==> config.mk <==
export PLATFORM = sky130hd
export DESIGN_NAME = xy_sequence_driver_flat
export DESIGN_NICKNAME = d
export VERILOG_FILES = /design/src/rtl/xy_drv_pkg.sv /design/src/rtl/xy_sequence_driver_if.sv /design/src/rtl/xy_sequence_driver.sv /design/src/flat_wrapper.sv
export SDC_FILE = /design/constraint.sdc
export NUM_CORES = 1
export LEC_CHECK = 0
export CELL_PAD_IN_SITES_DETAIL_PLACEMENT = 1
export CELL_PAD_IN_SITES_GLOBAL_PLACEMENT = 1
export CORE_UTILIZATION = 42
export DETAILED_ROUTE_END_ITERATION = 6
export PLACE_DENSITY_LB_ADDON = 0.1
export SLEW_MARGIN = 30
export SYNTH_ARGS = -nofsm -noshare
export SYNTH_HDL_FRONTEND = slang
export SYNTH_SLANG_ARGS = --single-unit
==> constraint.sdc <==
create_clock -name clk -period 2.4 [get_ports clk]
set_input_delay 0.36 -clock clk [delete_from_list [all_inputs] [get_ports clk]]
set_output_delay 0.36 -clock clk [all_outputs]
set_load 0.01 [all_outputs]
**Run 1: placed standard cells**

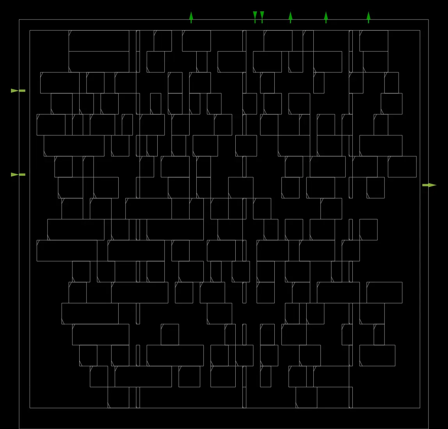
final non-filler cell total: 170
# Taps: 30
flop share of the area: 20.5%

**Run 1: cell classes on the final placement**

Scale bar: 20 um.
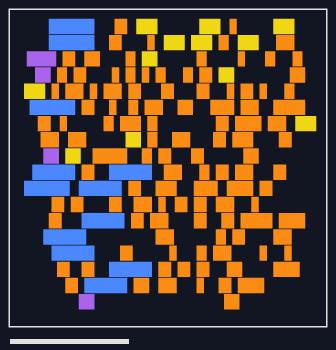
| color | class | cells |
|---|---|---|
| yellow | other buffers and delay cells | 12 |
| purple | clock drivers and dummy loads | 4 |
| blue | flops | 12 |
| orange | combinational and other logic | 112 |
Rows: 18
Util after Layout: 48.4%

**Run 1: clock network drawn from the DEF**

Scale bar: 20 um.
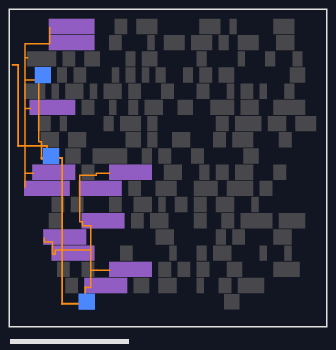
[orange] clock wires | length: 148 um
[purple] flip-flops | count: 12
[blue] clock drivers | count: 3
routed clock nets: 4
Clk. pwr: 157 uW
worst skew pair latency: 0.27 ns
clock network fraction of total power: 35.3%
Worst Skew: 0.00392 ns

==> reports/metrics.cfg, run 1 <==
[status]
outcome=finished clean

[global_routing]
grt_max_degree=19
grt_pass1_wl_um=4970

[logic_synthesis]
ys.flops=12
yosys.stat.seqShare_pct=21.9
ys_async_sr_fraction_pct=0
top_cell_area_share_pct=21.9
mux_share_pct=0
synth-compound-area-share_pct=28.8
simple_gate_area_share_pct=33.6
synth_cell_types=45

[worst_setup_path]
crit_path_cell_trace=ha_1 -> and2_4 -> a31o_1 -> a222oi_1 -> o311ai_2 -> nor4_1
path_buffers=0
crit_arrival_ns=2.40
reg2reg_slack_ns=0.17
slowest_stage=a222oi_1

[drt]
drt_iter0_drc=28
wl_per_cell_um=17.9
via_per_inst=6.61
drc=0
vias=1124

[place]
pre_cts_slack_ns=0.173
io_buffers=8
dp.cells=166
dp_hpwl_um=2250

[sta]
finalHoldViolations=0
holdWs_ns=0.725
tns_ns=0
fmax_mhz=449
rsz0062_at_grt=no
slew_viol_final=0

[clocking]
cts_buffer_depth=2
postCtsHoldBufs=0
cts_resized=1

[pwr]
ir_worst_vdd_v=0.000387
p_sw_uw=120
seqPwrFrac_pct=48.1
power_density_nw_per_um2=371
p_total_uw=445
p_comb_uw=73.6

[floorplan]
ios=9

[final_layout]
clock_area_share_pct=3.03
signal_buffers=12
logic_gates=106
largest_reg_flops=8
seq_cell_count=12
sh_comb_area_pct=62.3
largestClassByArea=logic gates
n_all_inverters=6

## run 1: placed cells by master, fill, tap and decap left out, types with 2 or more instances in the layout
master,instances
a21oi_1,7
and2_1,2
buf_4,4
clkbuf_4,3
clkdlybuf4s50_1,8
dfxtp_1,8
dfxtp_2,4
ha_1,3
inv_1,5
nand2_1,6
nand2b_1,5
nand3_1,3
nand3b_1,2
nand4_1,5
nor2_1,5
nor2_2,2
nor2b_1,2
nor3_1,5
nor4_1,11
nor4b_1,3
nor4b_2,2
o21a_1,3
o21ai_0,3
o22ai_1,11
o31a_1,6
xor2_1,2
## run 1: metal layers
layer,routed length (um),vias up,GRT usage [%]
li1,-,540,-
met1,1460,555,34.9
met2,1430,23,38.2
met3,91,6,2.01
met4,53,0,11.8
met5,0,-,0
==> run 2: changes to the inputs <==
- CAP_MARGIN: not set -> 30
- RECOVER_POWER: not set -> 25
==> run 2 against run 1 <==
  * Core utilization shrank 0.15 points
  * First-iteration DRC count grew 14%
  * Maximum frequency shrank 0.15%
  * Register-to-register slack is essentially flat
  * Via count shrank 0.71%
  * Clock skew is essentially flat
  * Clock-buffer cell count is the same
  * Routed wire length grew 0.33%
  * Sequential cell count is the same
  * Worst setup slack lost 0.0034 ns
  * Highest routed layer unchanged
  * Cell count is the same
==> reports/metrics.cfg, run 2 <==
[status]
outcome=finished clean

[final_layout]
final_cell_mix=o22ai_1 (11), nor4_1 (11), clkdlybuf4s50_1 (8), dfxtp_1 (8), a21oi_1 (7)
final_util_pct=48.2
final-seq-area_um2=245
signal_buffers=12
logic_gates=106
largestClassByArea=logic gates
seq_share_pct=20.5
largest_reg_flops=8
fillCellCount=317
clock_buffers=4
seq_cell_count=12
fin_cells=170
clock_area_share_pct=3.04
n_all_inverters=6
bufAreaShareNonClock_pct=8.90

[worst_setup_path]
crit_arrival_ns=2.41
crit_family=AND-OR/OR-AND gates
worstPathMaxFanout=8
worstPathRequired_ns=2.58
rr_worst_depth=6
slowest_stage=a222oi_1
worst-path-stages=6
crit_path_cell_trace=ha_1 -> and2_4 -> a31o_1 -> a222oi_1 -> o311ai_2 -> nor4_1
reg2reg_slack_ns=0.17
path_buffers=0
crit_path_start_kind=flip-flop

[floorplan]
nWellTaps=30
die-area_um2=2820
core_area_um2=2480
ios=9
die-height_um=53.1
fp-row-count=18

[global_routing]
grt_pass1_wl_um=4970
grt-ovfl-total=0
grt_max_degree=19

[sta]
slew_viol_final=0
setup_slack_ns=0.169
holdWs_ns=0.726
period_used_pct=92.9
fmax_mhz=448
finalHoldViolations=0
fin_worst_skew_ns=0.00394
min_period_ns=2.23
tightest_slew_ns=0.695
rsz0062_at_grt=no
tns_ns=0

[logic_synthesis]
ys.flops=12
yosysWarningCount=0
mux_share_pct=0
yosysChipArea_um2=1100
synth_cell_types=45
simple_gate_area_share_pct=33.6
synth-compound-area-share_pct=28.8
ys_top_cells_by_area=dfxtp_1 (22%), nor4_1 (6.3%), o22ai_1 (6.3%), o31a_1 (4.8%), buf_2 (4.1%)
ff_type=dfxtp_1
synth_top_cell_by_area=dfxtp_1
yosys.stat.seqShare_pct=21.9
top_cell_area_share_pct=21.9
ys_async_sr_fraction_pct=0
syn_avg_cell_area_um2=7.94
edf_count=0

[clocking]
path_clk_slew_ns=0.07
cts_buffer_depth=2
cts_resized=1
postCtsHoldBufs=0
cts_setup_buffers=0
clk_latency_ns=0.27

[drt]
drc=0
vias=1116
via_per_inst=6.56
wl_per_cell_um=17.9
drt_iter0_drc=32

[pwr]
power_density_nw_per_um2=372
ir_worst_vdd_v=0.000387
p_total_uw=445

[place]
gp_congestion=0.737
dp_hpwl_um=2250
io_buffers=8
pre_cts_slack_ns=0.173
dp.cells=166

-- run 2: metal layers --
| layer | vias to the layer above | routed length [um] | track usage, % |
|---|---|---|---|
| met1 | 551 | 1470 | 34.9 |
| met4 | 0 | 53 | 11.8 |
| li1 | 539 | - | - |
| met5 | - | 0 | 0 |
| met3 | 6 | 83 | 2.01 |
| met2 | 20 | 1440 | 38.2 |
-- run 2: worst min-delay path: stages, from the launching register on --
cell	delay, ns
dfxtp_2	0.39
nand2_1	0.12
a211o_1	0.11
a21oi_1	0.06
-- run 2: power breakdown --
group | internal (mW) | total [mW] | switching, mW | leakage [nW]
clock network | 0.0923 | 0.157 | 0.0648 | 0.0210
registers | 0.203 | 0.214 | 0.0116 | 0.0988
logic | 0.0298 | 0.0735 | 0.0436 | 0.231
total | 0.325 | 0.445 | 0.120 | 0.351
**Run 2: gate-type map**

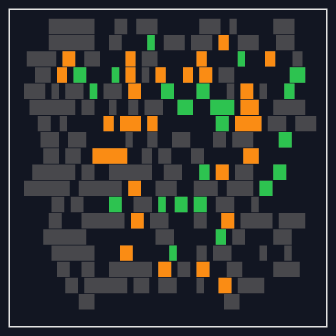
| color | family | cells |
|---|---|---|
| orange | inverting AOI/OAI gates | 27 |
| green | NAND gates | 22 |
Comb/total area: 62.5%

Power is estimated from default activity; no workload was simulated.
